Figure 1. PDN straps and rails.
Drawn at 6 px/um. Pins as bars on the die edge.
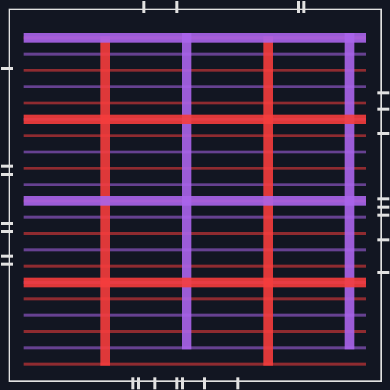
Figure 2. Local utilization.
Drawn at 6 px/um. The die is cut into 6 by 6 equal tiles; black is low, pale yellow is high, 0 to 100% covered.
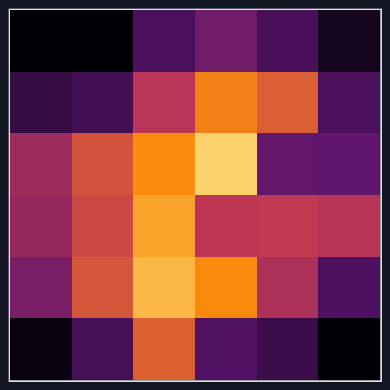
`src/rtl/bcd3_7seg_scan_if.sv`:
```
// Display-stage bus for bcd3_7seg_scan: BCD load side plus the multiplexed 7-seg outputs.
interface bcd3_7seg_scan_if;
    logic       load;
    logic [3:0] bcd_u;
    logic [3:0] bcd_t;
    logic [3:0] bcd_h;
    logic [6:0] seg;
    logic [2:0] an;
    logic       frame_tick;

    modport master (output load, bcd_u, bcd_t, bcd_h, input seg, an, frame_tick);
    modport slave  (input load, bcd_u, bcd_t, bcd_h, output seg, an, frame_tick);
endinterface

```
`src/rtl/bcd3_7seg_scan.sv`:
```
// 3-digit BCD snapshot, time-multiplexed onto one 7-seg bus with blanking gaps.
// Optional leading-zero blanking when SEG7_LZB_EN is defined.
module bcd3_7seg_scan #(
    parameter int SCAN_DIV  = 8,
    parameter int BLANK_CYC = 2
) (
    input  logic              clk,
    input  logic              rst,
    bcd3_7seg_scan_if.slave   bus
);
    localparam int CW = (SCAN_DIV > 1) ? $clog2(SCAN_DIV) : 1;
    localparam logic [CW-1:0] CNT_LAST = CW'(SCAN_DIV - 1);
    localparam logic [CW-1:0] CNT_LAT  = CW'(BLANK_CYC);

    localparam logic [1:0] DIG_U = 2'd0;
    localparam logic [1:0] DIG_T = 2'd1;
    localparam logic [1:0] DIG_H = 2'd2;

    logic [CW-1:0] cnt;
    logic [1:0]    idx;
    logic [3:0]    snap_u, snap_t, snap_h;
    logic [3:0]    code_q;
    logic          zb_q;
    logic [6:0]    seg_q;
    logic [2:0]    an_q;
    logic          tick_q;

    logic [3:0]    eff_u, eff_t, eff_h;
    logic [3:0]    sel_code, cur_code;
    logic          sel_zb, cur_zb;
    logic          lit;

    function automatic logic [6:0] decode(input logic [3:0] c);
        case (c)
            4'd0:    decode = 7'h3F;
            4'd1:    decode = 7'h06;
            4'd2:    decode = 7'h5B;
            4'd3:    decode = 7'h4F;
            4'd4:    decode = 7'h66;
            4'd5:    decode = 7'h6D;
            4'd6:    decode = 7'h7D;
            4'd7:    decode = 7'h07;
            4'd8:    decode = 7'h7F;
            4'd9:    decode = 7'h6F;
            default: decode = 7'h40;
        endcase
    endfunction

    // Bypass: a load on the latch edge is seen by the digit being latched.
    always_comb begin
        eff_u    = bus.load ? bus.bcd_u : snap_u;
        eff_t    = bus.load ? bus.bcd_t : snap_t;
        eff_h    = bus.load ? bus.bcd_h : snap_h;
        sel_code = 4'd0;
        sel_zb   = 1'b0;
        case (idx)
            DIG_U: sel_code = eff_u;
            DIG_T: begin
                sel_code = eff_t;
`ifdef SEG7_LZB_EN
                sel_zb   = (eff_h == 4'd0) && (eff_t == 4'd0);
`endif
            end
            DIG_H: begin
                sel_code = eff_h;
`ifdef SEG7_LZB_EN
                sel_zb   = (eff_h == 4'd0);
`endif
            end
            default: sel_code = 4'd0;
        endcase
        cur_code = (cnt == CNT_LAT) ? sel_code : code_q;
        cur_zb   = (cnt == CNT_LAT) ? sel_zb   : zb_q;
        lit      = (idx != 2'd3) && (cnt >= CNT_LAT);
    end

    always_ff @(posedge clk) begin
        if (rst) begin
            cnt    <= '0;
            idx    <= DIG_U;
            snap_u <= 4'd0;
            snap_t <= 4'd0;
            snap_h <= 4'd0;
            code_q <= 4'd0;
            zb_q   <= 1'b0;
            seg_q  <= 7'h00;
            an_q   <= 3'b111;
            tick_q <= 1'b0;
        end else begin
            if (cnt == CNT_LAST) begin
                cnt <= '0;
                idx <= (idx == DIG_U) ? DIG_T : (idx == DIG_T) ? DIG_H : DIG_U;
            end else begin
                cnt <= cnt + 1'b1;
            end
            if (bus.load) begin
                snap_u <= bus.bcd_u;
                snap_t <= bus.bcd_t;
                snap_h <= bus.bcd_h;
            end
            if (cnt == CNT_LAT) begin
                code_q <= sel_code;
                zb_q   <= sel_zb;
            end
            if (lit) begin
                an_q  <= ~(3'b001 << idx);
                seg_q <= cur_zb ? 7'h00 : decode(cur_code);
            end else begin
                an_q  <= 3'b111;
                seg_q <= 7'h00;
            end
            tick_q <= (idx == DIG_H) && (cnt == CNT_LAST);
        end
    end

    assign bus.seg        = seg_q;
    assign bus.an         = an_q;
    assign bus.frame_tick = tick_q;
endmodule
```
`src/flat_wrapper.sv`:
```
// flat-port wrapper written by rule: the top's interface ports become plain ports
module bcd3_7seg_scan_flat 
#(
    parameter int SCAN_DIV  = 8,
    parameter int BLANK_CYC = 2
)
  (clk, rst, bus_load, bus_bcd_u, bus_bcd_t, bus_bcd_h, bus_seg, bus_an, bus_frame_tick);
  bcd3_7seg_scan_if bus_i ();
  input  logic clk;
  input  logic rst;
  input wire logic [$bits(bus_i.load)-1:0] bus_load;
  input wire logic [$bits(bus_i.bcd_u)-1:0] bus_bcd_u;
  input wire logic [$bits(bus_i.bcd_t)-1:0] bus_bcd_t;
  input wire logic [$bits(bus_i.bcd_h)-1:0] bus_bcd_h;
  output wire logic [$bits(bus_i.seg)-1:0] bus_seg;
  output wire logic [$bits(bus_i.an)-1:0] bus_an;
  output wire logic [$bits(bus_i.frame_tick)-1:0] bus_frame_tick;
  assign bus_i.load = bus_load;
  assign bus_i.bcd_u = bus_bcd_u;
  assign bus_i.bcd_t = bus_bcd_t;
  assign bus_i.bcd_h = bus_bcd_h;
  assign bus_seg = bus_i.seg;
  assign bus_an = bus_i.an;
  assign bus_frame_tick = bus_i.frame_tick;
  bcd3_7seg_scan #(.SCAN_DIV(SCAN_DIV), .BLANK_CYC(BLANK_CYC)) u_core (.clk(clk), .rst(rst), .bus(bus_i));
endmodule
```
`config.mk`:
```
export PLATFORM = sky130hd
export DESIGN_NAME = bcd3_7seg_scan_flat
export DESIGN_NICKNAME = d
export VERILOG_FILES = /design/src/rtl/bcd3_7seg_scan_if.sv /design/src/rtl/bcd3_7seg_scan.sv /design/src/flat_wrapper.sv
export SDC_FILE = /design/constraint.sdc
export NUM_CORES = 1
export LEC_CHECK = 0
export CAP_MARGIN = 10
export CORE_MARGIN = 2
export CORE_UTILIZATION = 43
export DETAILED_ROUTE_END_ITERATION = 12
export DONT_BUFFER_PORTS = 1
export GPL_TIMING_DRIVEN = 1
export MAX_ROUTING_LAYER = met4
export PLACE_DENSITY = 0.64
export SLEW_MARGIN = 20
export SYNTH_ARGS = -nofsm -noshare
export SYNTH_HDL_FRONTEND = slang
export SYNTH_SLANG_ARGS = --single-unit
```
`constraint.sdc`:
```
create_clock -name clk -period 2.7 [get_ports clk]
set_input_delay 0.27 -clock clk [delete_from_list [all_inputs] [get_ports clk]]
set_output_delay 0.27 -clock clk [all_outputs]
set_load 0.005 [all_outputs]
```
==> flow_metrics.env <==
# physical design summary
export IMPL_p_leak_nw=0.633
export IMPL_fin_nets=170
export IMPL_drtAntennaViolNets=0
export IMPL_fin_crit_sh_pct=91.6
export IMPL_top_area_cell="dfxtp_1"
export IMPL_layout_top_cells="33 x dfxtp_1, 20 x nor2_1, 9 x nor2b_1, 9 x mux2i_1, 9 x ha_1"
export IMPL_critPathCaptureType="flip-flop"
export IMPL_rows=20
export IMPL_maxCapViolations=0
export IMPL_p_int_mw=0.699
export IMPL_swShare_pct=26.9
export IMPL_pwr_share_comb_pct=17.4
export IMPL_ys_flop_type="dfxtp_1"
export IMPL_path_cells="inv_1 -> ha_1 -> nor2b_1 -> nor2_1 -> a31oi_1 -> inv_1 -> ha_1 -> or3_1 -> a31oi_1"
export IMPL_finalCriticalPeriod_ns=2.47
export IMPL_fin_cells=191
export IMPL_grt_pass1_vias=970
export IMPL_root_buffer="clkbuf_4"
export IMPL_r2r_start="u_core.cnt[0]$_SDFF_PP0_"
export IMPL_seq_area_sq_um=661
export IMPL_ios=26
export IMPL_layout_top_cell="dfxtp_1"
export IMPL_setup_viol=0
export IMPL_route_detailed_drc=0
export IMPL_fin_worst_skew_ns=0.00967
export IMPL_p_switching_mw=0.257
export IMPL_arrival_ns=2.74
export IMPL_finalWirelength_mm=2.58
export IMPL_tns_ns=0
export IMPL_seqPwrFrac_pct=55.9
export IMPL_synth_area_per_cell_sq_um=10.1
export IMPL_drive_above_1_share_pct=10.9
export IMPL_pwr_share_clk_pct=26.7
export IMPL_status="finished, final reports clean"
export IMPL_cts_setup_buffers=0
Back to the opening pictures, Figure 1:
[VDD] purple
[VSS] red
met1 rails: 21
signal pins: 26
rows: 20
met4 straps: 4
die width: 61.7 um
CORE AREA: 3100 sq um

Back to the opening pictures, Figure 2:
densest ninth of the die: centre
tiles over 75% full: 8.3%
fullest tile: 90%
nearly empty tiles: 8.3%
emptiest ninth of the die: upper left
fp_density: 46.2%
Util after Layout: 49.5%

-- layout make-up --
class	instances	share of cell area, %
inverters	4	0.977
multi-input cells	98	46.8
well taps	44	3.58
repair buffers	4	2.44
clock buffers	8	3.18
flip-flops and latches	33	43.0
-- state kept, by name (all words and copies together) (netlist names) --
register and count:
u_core.zb_q 1, u_core.snap_h 4, u_core.idx 2, u_core.bus.frame_tick 1, u_core.snap_t 4, u_core.bus.an 3, u_core.code_q 4, u_core.bus.seg 7
u_core.cnt 3, u_core.snap_u 4
-- worst paths after layout --
path / cells past startpoint / slack, ns / endpoint
hold reg to reg: 2 / 0.46 / u_core.zb_q$_SDFF_PP0_
setup reg to reg: 9 / 0.23 / u_core.bus.seg[0]$_SDFF_PP0_
hold / removal: 2 / 0.09 / u_core.bus.an[0]$_SDFF_PP1_
setup / recovery: 9 / 0.23 / u_core.bus.seg[0]$_SDFF_PP0_
-- routing by layer --
layer | track usage (%) | vias to the layer above | part of all wire (%)
met4 | 7.29 | 0 | 2.1
met1 | 19.7 | 474 | 46
li1 | - | 507 | -
met3 | 5.18 | 6 | 6.1
met5 | - | - | 0
met2 | 25.4 | 38 | 46
-- cells by family (layout without fill, tap and decap cells) --
logic type / count (synthesis) / count (layout) / synth area share (%)
and+or+nand+nor: 53 / 53 / 18.1
adders and majority gates: 9 / 9 / 7.85
muxes: 17 / 17 / 15.2
DFF: 33 / 33 / 46.1
buffers and inverters: 11 / 16 / 3.75
AOI/OAI and AO/OA: 19 / 19 / 9.07
-- power by group through the flow --
stage          sequential [mW]  clock, mW  combinational [mW]
4_1_cts                  0.535      0.263               0.165
6_report                 0.535      0.255               0.166
5_1_grt                  0.539      0.293               0.188
3_3_place_gp             0.545          0               0.153
2_1_floorplan            0.542          0               0.139
3_5_place_dp             0.546          0               0.157
Power is estimated from default activity; no workload was simulated.
